===== src/rtl/alu_ctrl_pkg.sv =====
`default_nettype none
// =============================================================================
// Module   : alu_ctrl_pkg
// Brief    : Opcode map, sequencer state encoding and opcode classifiers.
// Revision : 1.0 - initial release
// =============================================================================
package alu_ctrl_pkg;

   localparam int OPC_W = 5;

   localparam logic [OPC_W-1:0] OP_ADD  = 5'd1;
   localparam logic [OPC_W-1:0] OP_SUB  = 5'd2;
   localparam logic [OPC_W-1:0] OP_MUL  = 5'd3;
   localparam logic [OPC_W-1:0] OP_DIV  = 5'd4;
   localparam logic [OPC_W-1:0] OP_SHR  = 5'd5;
   localparam logic [OPC_W-1:0] OP_SHL  = 5'd6;
   localparam logic [OPC_W-1:0] OP_SHRA = 5'd7;
   localparam logic [OPC_W-1:0] OP_ROR  = 5'd8;
   localparam logic [OPC_W-1:0] OP_ROL  = 5'd9;
   localparam logic [OPC_W-1:0] OP_AND  = 5'd10;
   localparam logic [OPC_W-1:0] OP_OR   = 5'd11;
   localparam logic [OPC_W-1:0] OP_NEG  = 5'd12;
   localparam logic [OPC_W-1:0] OP_XOR  = 5'd13;
   localparam logic [OPC_W-1:0] OP_NOR  = 5'd14;
   localparam logic [OPC_W-1:0] OP_NOT  = 5'd15;

   typedef enum logic [3:0] {
      S_IDLE  = 4'd0,
      S_ILL   = 4'd1,
      S_YLOAD = 4'd2,
      S_OP    = 4'd3,
      S_WAIT  = 4'd4,
      S_ZLAT  = 4'd5,
      S_TMO   = 4'd6,
      S_WBLO  = 4'd7,
      S_WBHI  = 4'd8
   } state_t;

   function automatic logic is_legal(input logic [OPC_W-1:0] op);
      return (op >= OP_ADD) && (op <= OP_NOT);
   endfunction

   function automatic logic is_unary(input logic [OPC_W-1:0] op);
      return (op == OP_NEG) || (op == OP_NOT);
   endfunction

   function automatic logic is_multi(input logic [OPC_W-1:0] op);
      return (op == OP_MUL) || (op == OP_DIV);
   endfunction

endpackage
`default_nettype wire


===== src/rtl/alu_wait_timer.sv =====
`default_nettype none
// =============================================================================
// Module   : alu_wait_timer
// Brief    : 8-bit clear/enable counter flagging the last permitted wait cycle.
// Revision : 1.0 - initial release
// =============================================================================
module alu_wait_timer #(
   parameter int WAIT_TIMEOUT = 64
) (
   input  logic clk,
   input  logic clr,
   input  logic i_clear,
   input  logic i_enable,
   output logic o_expired
);

   localparam logic [7:0] c_expire_count = 8'(WAIT_TIMEOUT - 1);

   logic [7:0] r_count;

   always_ff @(posedge clk or negedge clr) begin
      if (!clr) begin
         r_count <= '0;
      end else if (i_clear) begin
         r_count <= '0;
      end else if (i_enable) begin
         r_count <= r_count + 8'd1;
      end
   end

   assign o_expired = (r_count == c_expire_count);

endmodule
`default_nettype wire


===== src/rtl/alu_op_sequencer.sv =====
`default_nettype none
// =============================================================================
// Module   : alu_op_sequencer
// Brief    : Steps the ALU datapath through Y load, execute and Z writeback.
// Revision : 1.0 - initial release
// =============================================================================
module alu_op_sequencer
   import alu_ctrl_pkg::*;
#(
   parameter int REG_IDX_W    = 4,
   parameter int OPCODE_W     = 5,
   parameter int WAIT_TIMEOUT = 64
) (
   input  logic                 clk,
   input  logic                 clr,
   input  logic                 start,
   input  logic [OPCODE_W-1:0]  opcode,
   input  logic [REG_IDX_W-1:0] ra,
   input  logic [REG_IDX_W-1:0] rb,
   input  logic [REG_IDX_W-1:0] rc,
   output logic                 busy,
   output logic                 done,
   output logic                 illegal,
   output logic                 timeout,
   output logic                 reg_out_en,
   output logic [REG_IDX_W-1:0] reg_out_sel,
   output logic                 y_in,
   output logic [OPCODE_W-1:0]  alu_opcode,
   output logic                 alu_start,
   input  logic                 alu_done,
   output logic                 z_in,
   output logic                 zlow_out,
   output logic                 zhigh_out,
   output logic                 reg_in_en,
   output logic [REG_IDX_W-1:0] reg_in_sel,
   output logic                 lo_in,
   output logic                 hi_in
);

   state_t                r_state;
   state_t                w_next_state;
   logic [OPCODE_W-1:0]   r_opcode;
   logic [REG_IDX_W-1:0]  r_ra;
   logic [REG_IDX_W-1:0]  r_rb;
   logic [REG_IDX_W-1:0]  r_rc;
   logic                  w_tmr_clear;
   logic                  w_tmr_en;
   logic                  w_tmr_expired;
   logic                  w_accept;

   assign w_accept = (r_state == S_IDLE) && start && is_legal(opcode);

   alu_wait_timer #(
      .WAIT_TIMEOUT (WAIT_TIMEOUT)
   ) u_wait_timer (
      .clk       (clk),
      .clr       (clr),
      .i_clear   (w_tmr_clear),
      .i_enable  (w_tmr_en),
      .o_expired (w_tmr_expired)
   );

   always_ff @(posedge clk or negedge clr) begin
      if (!clr) begin
         r_state  <= S_IDLE;
         r_opcode <= '0;
         r_ra     <= '0;
         r_rb     <= '0;
         r_rc     <= '0;
      end else begin
         r_state <= w_next_state;
         if (w_accept) begin
            r_opcode <= opcode;
            r_ra     <= ra;
            r_rb     <= rb;
            r_rc     <= rc;
         end
      end
   end

   // Outputs decode only state and captured fields, so no input reaches an output.
   always_comb begin
      w_next_state = r_state;
      w_tmr_clear  = 1'b0;
      w_tmr_en     = 1'b0;
      busy         = 1'b1;
      done         = 1'b0;
      illegal      = 1'b0;
      timeout      = 1'b0;
      reg_out_en   = 1'b0;
      reg_out_sel  = '0;
      y_in         = 1'b0;
      alu_opcode   = '0;
      alu_start    = 1'b0;
      z_in         = 1'b0;
      zlow_out     = 1'b0;
      zhigh_out    = 1'b0;
      reg_in_en    = 1'b0;
      reg_in_sel   = '0;
      lo_in        = 1'b0;
      hi_in        = 1'b0;

      case (r_state)
         S_IDLE: begin
            busy = 1'b0;
            if (start) begin
               w_next_state = is_legal(opcode) ? S_YLOAD : S_ILL;
            end
         end
         S_ILL: begin
            illegal      = 1'b1;
            w_next_state = S_IDLE;
         end
         S_YLOAD: begin
            reg_out_en   = 1'b1;
            reg_out_sel  = r_rb;
            y_in         = 1'b1;
            w_next_state = S_OP;
         end
         S_OP: begin
            alu_opcode = r_opcode;
            if (!is_unary(r_opcode)) begin
               reg_out_en  = 1'b1;
               reg_out_sel = r_rc;
            end
            if (is_multi(r_opcode)) begin
               alu_start    = 1'b1;
               w_tmr_clear  = 1'b1;
               w_next_state = S_WAIT;
            end else begin
               z_in         = 1'b1;
               w_next_state = S_WBLO;
            end
         end
         S_WAIT: begin
            reg_out_en  = 1'b1;
            reg_out_sel = r_rc;
            alu_opcode  = r_opcode;
            w_tmr_en    = 1'b1;
            // A result arriving on the last permitted cycle still completes.
            if (alu_done) begin
               w_next_state = S_ZLAT;
            end else if (w_tmr_expired) begin
               w_next_state = S_TMO;
            end
         end
         S_ZLAT: begin
            z_in         = 1'b1;
            alu_opcode   = r_opcode;
            w_next_state = S_WBLO;
         end
         S_TMO: begin
            timeout      = 1'b1;
            w_next_state = S_IDLE;
         end
         S_WBLO: begin
            zlow_out = 1'b1;
            if (is_multi(r_opcode)) begin
               lo_in        = 1'b1;
               w_next_state = S_WBHI;
            end else begin
               reg_in_en    = 1'b1;
               reg_in_sel   = r_ra;
               done         = 1'b1;
               w_next_state = S_IDLE;
            end
         end
         S_WBHI: begin
            zhigh_out    = 1'b1;
            hi_in        = 1'b1;
            done         = 1'b1;
            w_next_state = S_IDLE;
         end
         default: begin
            busy         = 1'b0;
            w_next_state = S_IDLE;
         end
      endcase
   end

endmodule
`default_nettype wire

===== config.mk =====
export PLATFORM = sky130hd
export DESIGN_NAME = alu_op_sequencer
export DESIGN_NICKNAME = d
export VERILOG_FILES = /design/src/rtl/alu_ctrl_pkg.sv /design/src/rtl/alu_wait_timer.sv /design/src/rtl/alu_op_sequencer.sv
export SDC_FILE = /design/constraint.sdc
export NUM_CORES = 1
export LEC_CHECK = 0
export ABC_AREA = 0
export CAP_MARGIN = 0
export CORE_ASPECT_RATIO = 1.5
export CORE_MARGIN = 3
export CORE_UTILIZATION = 50
export CTS_CLUSTER_SIZE = 8
export DETAILED_ROUTE_END_ITERATION = 16
export PLACE_DENSITY_LB_ADDON = 0.15
export SETUP_SLACK_MARGIN = 0.1
export SLEW_MARGIN = 5
export SYNTH_ARGS = -nofsm -noshare
export SYNTH_HDL_FRONTEND = slang
export SYNTH_SLANG_ARGS = --single-unit

===== constraint.sdc =====
create_clock -name clk -period 3.4 [get_ports clk]
set_input_delay 0.68 -clock clk [delete_from_list [all_inputs] [get_ports clk]]
set_output_delay 0.68 -clock clk [all_outputs]
set_load 0.02 [all_outputs]

Met1 routing:
Bar = 20 um.
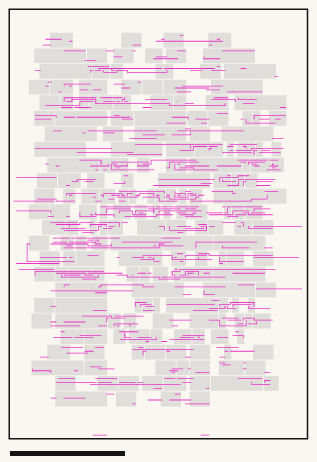
wire length on this layer: 1380 um
share of all routed wire: 38%
longest straight run: 16.6 um
vias post-DR: 1290
Routed WL: 3610 um
GR Util met1: 22.34%

Signal wires on met2:
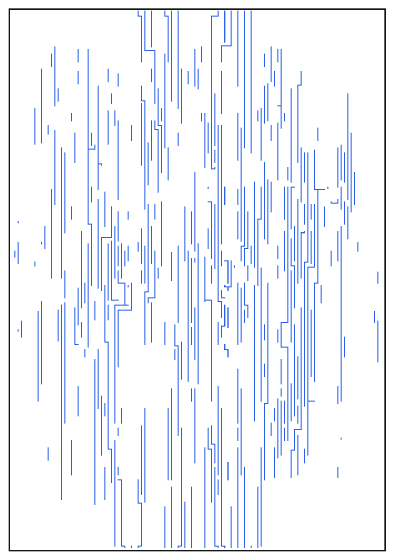
nets with wire on the layer: 196
wire length on this layer: 2060 um
longest straight run: 26.9 um

The metal 3 layer:
Bar = 20 um.
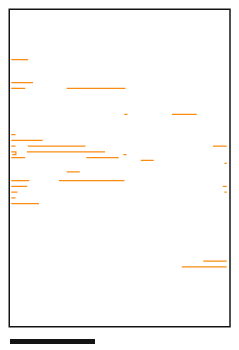
longest straight run: 18.2 um
wire length on this layer: 140 um
share of all routed wire: 3.9%
met3 usage: 5.545%

Sizing map:
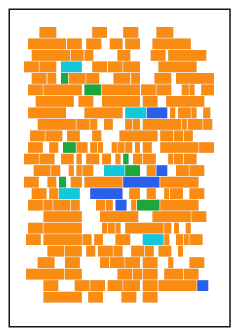
| color | size | cells |
|---|---|---|
| orange | x1 and smaller | 176 |
| cyan | x6 and larger | 5 |
| blue | x3 and x4 | 6 |
| green | x2 | 7 |

==> reports/qor.txt <==
# Post-CTS Setup Buffers - 0
max_slew headroom - 58.43%
highest-power group - combinational logic
hold_buf cts - 0
hold path start - r_ra[3]
Num Clock Sinks - 29
Setup WS pre-CTS - 546.3 ps
Mapped Cells - 144
Filler cells - 231
Psw - 592.8 uW
Worst Skew - 6.677 ps
GPL Wtd Cong - 0.7778
DRC Markers - 0
number of DRC markers in iteration 0 - 26
Top Ports - 47
placed insts - 225
Simple-Gate Area Share - 25.26%
EDFF count, synth - 0
Seq/Total Area, Yosys - 46.22%
Longest Clk Path Bufs - 2
Pwr Density - 721.3 mW/mm^2
Post-Syn Area - 0.001570 mm^2
static leakage - 0.0008853 uW
Mapped Nets - 166
ys flops - 29
Num CTS Buffers - 5
clock power share - 17.3%
xor/xnor share - 5.020%
aoi share - 8.207%
n_diodes - 0
critical path launch point - r_state[1]
switching share of power - 38.39%
met3 routed WL - 139 um
Final Setup Violations - 0
first-pass GRT wire length - 5934 um
root buf cell - clkbuf_8
Die X - 51.76 um
Yosys Chip Area - 0.001570 mm^2
DRT antenna net count - 0
Area Overhead vs Synth - 36.33%
most frequent cells in the layout - clkdlybuf4s50_1 (46), dfrtp_1 (29), mux2_1 (15)
die area - 0.003863 mm^2
VDD IR max - 0.4071 mV
Max-cap violations - 0
initial antenna violation count - 0
share of post-route cells with drive strength above 1 - 9.278%
core area - 0.002943 mm^2
Max FO, Critical Path - 11
WS Path Type - register to output port
worst setup path end - reg_out_sel[0]
Via density - 5.536
Internal - 951.4 uW
Die H - 74.64 um
Most common reg cell - dfrtp_1
Post-Layout Cell Count - 233
H-Tree Depth - 2
# rows - 24
later-pin clock latency in the skew report - 280 ps
asr flop ratio synth - 100.0%
largest net degree at the start of global routing - 30
Reg power frac - 39.7%
CTS resizes - 0
CP Launch Type - register
most used routing layer - met2
met2 routed WL - 2057 um
Top Metal Used - met4
Power Combinational - 664 uW
Slew Viols, Final - 0
# Cells Yosys - 144
run status - finished clean
Hold Path Class - register to register
OpenROAD warning count - 26
hold slack final - 483.4 ps
nets@finish - 215
setup ws final - 284.2 ps
final hold violation count - 0
Post-DP HPWL - 2805 um
cycle use final - 91.64%
CTS tree - yes
main logic family after synthesis - simple AND/OR/NAND/NOR gates
setup slack, reg-to-reg - 1580 ps
RSZ-0062 raised after global routing - no
Clock net power - 268 uW
most numerous logic cell after layout - clkdlybuf4s50_1
Gate power share - 43.0%
CP arrival - 2440 ps
origin of the critical flop-to-flop path - r_state[0]
drt first pass iters - 4
met1 WL - 1376 um
Clock transition at path regs - 60 ps
grt ovf - 0
Crit path required time - 2720 ps
synthesized area per cell - 10.90 um^2
fin crit period - 3116 ps
WL per Instance - 15.49 um
warnings from Yosys - 0
MUX share of area - 11.47%
f_max - 320.9 MHz
Adder-Cell Fraction of Synth Area - 0.7968%
slew at the pin closest to its max-slew limit - 618.8 ps
fp util - 53.36%
Post-Route Utilization - 72.75%
R2R Path End - r_ra[0]
GRT Total Usage - 21.08%
Yosys cell types - 40
Buffers on Ports - 46
post-route setup TNS - 0 ps
CP Capture Type - output port
R2R cell count - 3
met2 global-route usage - 38.81%
sequential power - 612 uW
number of global-route vias before repair - 1303
==> per-stage QoR <==
step,instance area [um^2],total power [uW]
after CTS,2137,1557
after global routing,2141,1659
after global placement,2051,1245
after floorplan,1570,1035
final,2141,1544
after detailed placement,2051,1284
==> critical path, cell delays in order, from the launching register on <==
cell	delay, ps
dfrtp_1	550
nor2b_1	310
o311ai_1	140
a21oi_1	360
a22o_1	190
clkdlybuf4s50_1	610
==> how the worst min path moves through the flow <==
stage | to | depth (start not counted) | slack [ps]
after floorplan | r_opcode[0] | 0 | 380
final | r_ra[3] | 1 | 480
after global routing | r_ra[3] | 1 | 510
after detailed placement | r_ra[3] | 1 | 470
after CTS | r_ra[3] | 1 | 490
after global placement | r_ra[1] | 1 | 470
==> synthesized netlist by cell type, types with 3 or more instances <==
library cell  count  area share (%)
nand4_1           3             1.2
dfrtp_1          29              46
xor2_1            4             2.2
and3_1            5             2.0
mux2_1           15              11
a21oi_1           5             1.6
nor2_1           12             2.9
nand2b_1          5             2.0
a22o_1            4             2.2
nand2_1          10             2.4
nor3_1            6             1.9
and2_1            8             3.2
xnor2_1           5             2.8
==> cell type report <==
| type | count | area, um^2 | area share [%] |
|---|---|---|---|
| Sequential cell | 29 | 725.7 | 33.90 |
| Clock buffer | 5 | 68.82 | 3.214 |
| Clock inverter | 3 | 17.52 | 0.8182 |
| Tap cell | 39 | 48.80 | 2.279 |
| Inverter | 1 | 3.754 | 0.1753 |
| Multi-Input combinational cell | 108 | 800.8 | 37.41 |
| Timing Repair Buffer | 48 | 475.5 | 22.21 |
==> state kept, by name (all words and copies together) (netlist names) <==
| register | flops |
|---|---|
| u_wait_timer.r_count | 8 |
| r_opcode | 5 |
| r_ra | 4 |
| r_rb | 4 |
| r_rc | 4 |
| r_state | 4 |
Power figures rest on the tool's default switching activity, not on a simulated workload.
